==> config.mk <==
export PLATFORM = sky130hd
export DESIGN_NAME = rf_writeback
export DESIGN_NICKNAME = d
export VERILOG_FILES = /design/src/rtl/rf_pkg.sv /design/src/rtl/rf_writeback_wb_fifo.sv /design/src/rtl/rf_writeback.sv
export SDC_FILE = /design/constraint.sdc
export NUM_CORES = 1
export LEC_CHECK = 0
export ABC_CLOCK_PERIOD_IN_PS = 3100
export CORE_UTILIZATION = 50
export DETAILED_ROUTE_END_ITERATION = 6
export GPL_TIMING_DRIVEN = 0
export PLACE_DENSITY = 0.8
export SETUP_SLACK_MARGIN = 0.02
export SYNTH_ARGS = -nofsm -noshare
export SYNTH_HDL_FRONTEND = slang
export SYNTH_HIERARCHICAL = 1
export SYNTH_SLANG_ARGS = --single-unit
==> constraint.sdc <==
create_clock -name clk -period 3.1 [get_ports clk]
set_clock_uncertainty 0.05 [all_clocks]
set_input_delay 0.62 -clock clk [delete_from_list [all_inputs] [get_ports clk]]
set_output_delay 0.62 -clock clk [all_outputs]
set_load 0.05 [all_outputs]
==> src/rtl/rf_pkg.sv <==
// rf_pkg: shared widths and the writeback queue entry type for the
// register-file write-side driver.
package rf_pkg;

  localparam int unsigned ADDR_W   = 2;
  localparam int unsigned DATA_W   = 16;
  localparam int unsigned NUM_REGS = 4;

  typedef struct packed {
    logic [ADDR_W-1:0] dest;
    logic [DATA_W-1:0] data;
  } wb_entry_t;

endpackage

==> src/rtl/rf_writeback_wb_fifo.sv <==
// wb_fifo: DEPTH-entry writeback queue with two ordered push ports
// (port 0 is older than port 1) and one pop. Entries are also exposed
// in age order (index 0 = oldest) so the parent can build the pending
// mask and the bypass search.
module wb_fifo
  import rf_pkg::*;
#(
  parameter int unsigned DEPTH = 4
) (
  input  logic                   clk,
  input  logic                   reset_n,
  input  logic                   push0,
  input  wb_entry_t              din0,
  input  logic                   push1,
  input  wb_entry_t              din1,
  input  logic                   pop,
  output logic [$clog2(DEPTH):0] count,
  output wb_entry_t              ordered [DEPTH],
  output logic [DEPTH-1:0]       ord_valid
);

  localparam int unsigned PW = $clog2(DEPTH);
  localparam int unsigned CW = PW + 1;

  wb_entry_t     mem [DEPTH];
  logic [PW-1:0] wr_ptr;
  logic [PW-1:0] rd_ptr;
  logic [PW-1:0] wr_ptr1;

  assign wr_ptr1 = wr_ptr + PW'(1);

  // Pointer and occupancy update; pointers wrap naturally at DEPTH.
  always_ff @(posedge clk or negedge reset_n) begin
    if (!reset_n) begin
      wr_ptr <= '0;
      rd_ptr <= '0;
      count  <= '0;
    end else begin
      wr_ptr <= wr_ptr + PW'(push0) + PW'(push1);
      if (pop)
        rd_ptr <= rd_ptr + PW'(1);
      count <= count + CW'(push0) + CW'(push1) - CW'(pop);
    end
  end

  // Entry storage; contents are only meaningful where qualified by count.
  // A lone port-1 push takes the slot port 0 would have used.
  always_ff @(posedge clk) begin
    if (push0)
      mem[wr_ptr] <= din0;
    if (push1)
      mem[push0 ? wr_ptr1 : wr_ptr] <= din1;
  end

  // Age-ordered view of the queue, oldest first.
  always_comb begin
    for (int unsigned i = 0; i < DEPTH; i++) begin
      ordered[i]   = mem[rd_ptr + PW'(i)];
      ord_valid[i] = (CW'(i) < count);
    end
  end

endmodule

==> src/rtl/rf_writeback.sv <==
// rf_writeback: write-side driver for the 4 x 16-bit register file.
// Accepts load and ALU results via valid/ready, queues them in program
// order, retires one per cycle onto the write port, and exports a
// pending-write mask plus a youngest-match bypass.
// Build option: define RF_WB_FWD_EN to compile in the bypass search;
// without it fwd_hit*/fwd_data* are tied to zero.
module rf_writeback
  import rf_pkg::wb_entry_t;
  import rf_pkg::NUM_REGS;
#(
  parameter int unsigned DEPTH  = 4,
  parameter int unsigned DATA_W = rf_pkg::DATA_W,
  parameter int unsigned ADDR_W = rf_pkg::ADDR_W
) (
  input  logic                clk,
  input  logic                reset_n,
  input  logic                ld_valid,
  output logic                ld_ready,
  input  logic [ADDR_W-1:0]   ld_dest,
  input  logic [DATA_W-1:0]   ld_data,
  input  logic                alu_valid,
  output logic                alu_ready,
  input  logic [ADDR_W-1:0]   alu_dest,
  input  logic [DATA_W-1:0]   alu_data,
  output logic                rf_write,
  output logic [ADDR_W-1:0]   rf_addr,
  output logic [DATA_W-1:0]   rf_data,
  output logic [NUM_REGS-1:0] pend_mask,
  input  logic [ADDR_W-1:0]   rd_addr1,
  input  logic [ADDR_W-1:0]   rd_addr2,
  output logic                fwd_hit1,
  output logic                fwd_hit2,
  output logic [DATA_W-1:0]   fwd_data1,
  output logic [DATA_W-1:0]   fwd_data2
);

  localparam int unsigned CW = $clog2(DEPTH) + 1;

  logic [CW-1:0]    count;
  logic [CW-1:0]    free;
  wb_entry_t        ordered [DEPTH];
  logic [DEPTH-1:0] ord_valid;
  wb_entry_t        ld_entry;
  wb_entry_t        alu_entry;
  logic             ld_push;
  logic             alu_push;
  logic             pop;

  // Readiness is based on occupancy before this cycle's pop. Since a
  // non-empty queue always pops, occupancy settles at DEPTH-1 at most.
  assign free      = CW'(DEPTH) - count;
  assign ld_ready  = (free >= CW'(1));
  assign alu_ready = (free >= CW'(2)) || ((free == CW'(1)) && !ld_valid);
  assign ld_push   = ld_valid && ld_ready;
  assign alu_push  = alu_valid && alu_ready;
  assign pop       = (count != '0);

  assign ld_entry  = '{dest: ld_dest, data: ld_data};
  assign alu_entry = '{dest: alu_dest, data: alu_data};

  wb_fifo #(.DEPTH(DEPTH)) u_fifo (
    .clk       (clk),
    .reset_n   (reset_n),
    .push0     (ld_push),
    .din0      (ld_entry),
    .push1     (alu_push),
    .din1      (alu_entry),
    .pop       (pop),
    .count     (count),
    .ordered   (ordered),
    .ord_valid (ord_valid)
  );

  // Output register: head entry drives the write port for one cycle.
  always_ff @(posedge clk or negedge reset_n) begin
    if (!reset_n) begin
      rf_write <= 1'b0;
      rf_addr  <= '0;
      rf_data  <= '0;
    end else if (pop) begin
      rf_write <= 1'b1;
      rf_addr  <= ordered[0].dest;
      rf_data  <= ordered[0].data;
    end else begin
      rf_write <= 1'b0;
    end
  end

  // Pending mask: every queued destination plus the write in flight.
  always_comb begin
    pend_mask = '0;
    for (int unsigned i = 0; i < DEPTH; i++)
      if (ord_valid[i])
        pend_mask[ordered[i].dest] = 1'b1;
    if (rf_write)
      pend_mask[rf_addr] = 1'b1;
  end

`ifdef RF_WB_FWD_EN
  // Bypass: output register first, then queue oldest to youngest, so
  // later matches override and the youngest write wins.
  always_comb begin
    fwd_hit1  = 1'b0;
    fwd_data1 = '0;
    fwd_hit2  = 1'b0;
    fwd_data2 = '0;
    if (rf_write && (rf_addr == rd_addr1)) begin
      fwd_hit1  = 1'b1;
      fwd_data1 = rf_data;
    end
    if (rf_write && (rf_addr == rd_addr2)) begin
      fwd_hit2  = 1'b1;
      fwd_data2 = rf_data;
    end
    for (int unsigned i = 0; i < DEPTH; i++) begin
      if (ord_valid[i] && (ordered[i].dest == rd_addr1)) begin
        fwd_hit1  = 1'b1;
        fwd_data1 = ordered[i].data;
      end
      if (ord_valid[i] && (ordered[i].dest == rd_addr2)) begin
        fwd_hit2  = 1'b1;
        fwd_data2 = ordered[i].data;
      end
    end
  end
`else
  logic unused_rd;
  assign unused_rd = ^{rd_addr1, rd_addr2};
  assign fwd_hit1  = 1'b0;
  assign fwd_hit2  = 1'b0;
  assign fwd_data1 = '0;
  assign fwd_data2 = '0;
`endif

endmodule

### Signal metal coverage by tile

21 x 21 tiles, from dark blue (low) to red (high), scaled to the fullest tile. Values are wire area over tile area, all layers added.
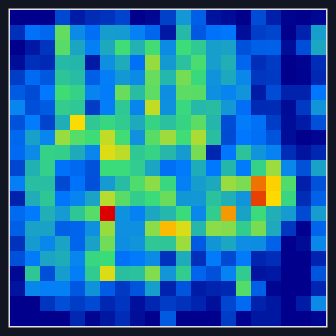
tiles over half the peak: 13%
fullest tile: 0.55
mean over tiles: 0.15
densest ninth of the die: centre
nearly empty tiles: 9.8%
via count: 3279
Tot GR Track Use: 21.0%
final WL: 11100 um

==> Changelog: implementation <==
## Implementation

- Crit path DAT: 2.32 ns
- Post-DP HPWL: 7190 um
- # H-tree levels: 3
- Routability congestion estimate: 0.865
- Mapped cell area: 5460 um^2
- Least-Margin Pin Slew: 0.697 ns
- Highest Clock Rate: 335 MHz
- Die Span Y: 107 um
- Pwr dens: 1170 nW/um^2
- Final Power: 7.94 mW
- Met1 Usage GRT: 25.3%
- Post-DP Area: 6420 um^2
- First-pass GRT wire length: 17500 um
- Switch Pwr: 3.31 mW
- Latency at later pin: 0.37 ns
- Crit Path Class: flip-flop to output pin
- Reg area: 2810 um^2
- Layout cells sized above 1: 46.3%
- Switching Fraction: 41.7%
- Sequential power share: 30.9%
- Syn_area_per_cell: 15.3 um^2
- Final period util: 96.3%
- CP max stage cell: mux4_2
- Mapped Cells: 358
- Run status: complete, no violations
### Cells coloured by class

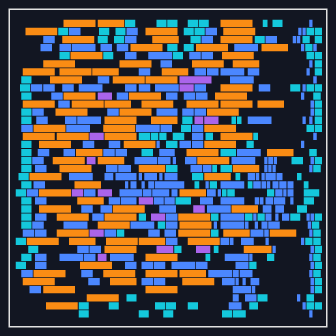
[remaining buffers and delay cells] cyan | cells: 134 | share of their area: 18%
[registers] orange | cells: 98 | share of their area: 42%
[clock drivers and dummy loads] purple | cells: 16 | share of their area: 3.3%
[remaining logic cells] blue | cells: 236 | share of their area: 37%
Final Util: 65.0%
final instance area: 6810 um^2
Cell Rows: 37

path summary, 6_finish.rpt:
path / start / endpoint / slack, ns / depth (start not counted)
min in group clk: rf_data[14] / rf_data[14] / 0.47 / 1
max in group asynchronous: reset_n / u_fifo/count[0] / 2.28 / 1
setup reg to reg: u_fifo/count[1] / u_fifo/count[1] / 0.13 / 12
hold / removal: reset_n / rf_data[13] / 0.23 / 1
setup / recovery: u_fifo/rd_ptr[1] / pend_mask[1] / 0.11 / 6
hold reg to reg: rf_data[14] / rf_data[14] / 0.47 / 1
worst max-delay path, delay by kind of cell (launching register included):
| kind | cells | cell delay [ns] |
|---|---|---|
| buffers and inverters | 3 | 0.69 |
| muxes | 1 | 0.55 |
| DFF | 1 | 0.46 |
| AOI/OAI and AO/OA | 1 | 0.15 |
| and+or+nand+nor | 1 | 0.11 |
per-stage QoR:
step | hold WS (ns) | worst slack (ns) | cells | util, %
3_5_place_dp | 0.452 | -0.512 | 591 | 61.3
5_1_grt | 0.262 | 0.0140 | 620 | 65.0
3_3_place_gp | 0.443 | -0.489 | 591 | 61.4
6_report | 0.234 | 0.113 | 620 | 65.0
2_1_floorplan | 0.274 | 0.0278 | 391 | -
4_1_cts | 0.248 | -0.0388 | 616 | 64.6
power by group through the flow:
stage / Sequential, mW / Clock (mW) / Combinational, mW
after floorplan: 2.84 / 0 / 2.84
after global placement: 2.45 / 0 / 4.27
after detailed placement: 2.49 / 0 / 4.36
after CTS: 2.45 / 0.911 / 4.52
after global routing: 2.52 / 0.963 / 4.89
final: 2.45 / 0.895 / 4.59
placed cells by master, fill, tap and decap left out, types with 12 or more instances in the layout:
cell	count
dfrtp_1	25
edfxtp_1	72
mux2_2	88
conb_1	34
buf_2	12
mux4_2	24
inv_1	17
buf_4	51
clkdlybuf4s50_1	57
nand2_1	12
sequential cells by signal, summed over array words and instances (netlist names):
register and count:
u_fifo/mem 72, rf_data 16, u_fifo/count 3, rf_addr 2, u_fifo/rd_ptr 2, u_fifo/wr_ptr 2
rf_write 1
what timing repair did:
item                       4_1_cts  5_1_grt
hold buffers                     0        0
setup endpoints to repair      143        7
pin swaps                        3        1
buffers inserted                 9        5
resized                         31       10
cell type report:
class / instances / share of cell area, %
Tap cell: 136 / 2.50
Clock inverter: 7 / 1.40
Timing Repair Buffer: 78 / 10.8
Sequential cell: 98 / 41.3
Clock buffer: 9 / 1.82
Multi-Input combinational cell: 217 / 34.6
Buffer: 56 / 6.42
Inverter: 19 / 1.08
metal layers:
metal  vias up  share of wire (%)
li1       1524                  -
met1      1620                 40
met2       117                 54
met3        18                5.0
met4         0                1.4
met5         -                  0
Power figures rest on the tool's default switching activity, not on a simulated workload.
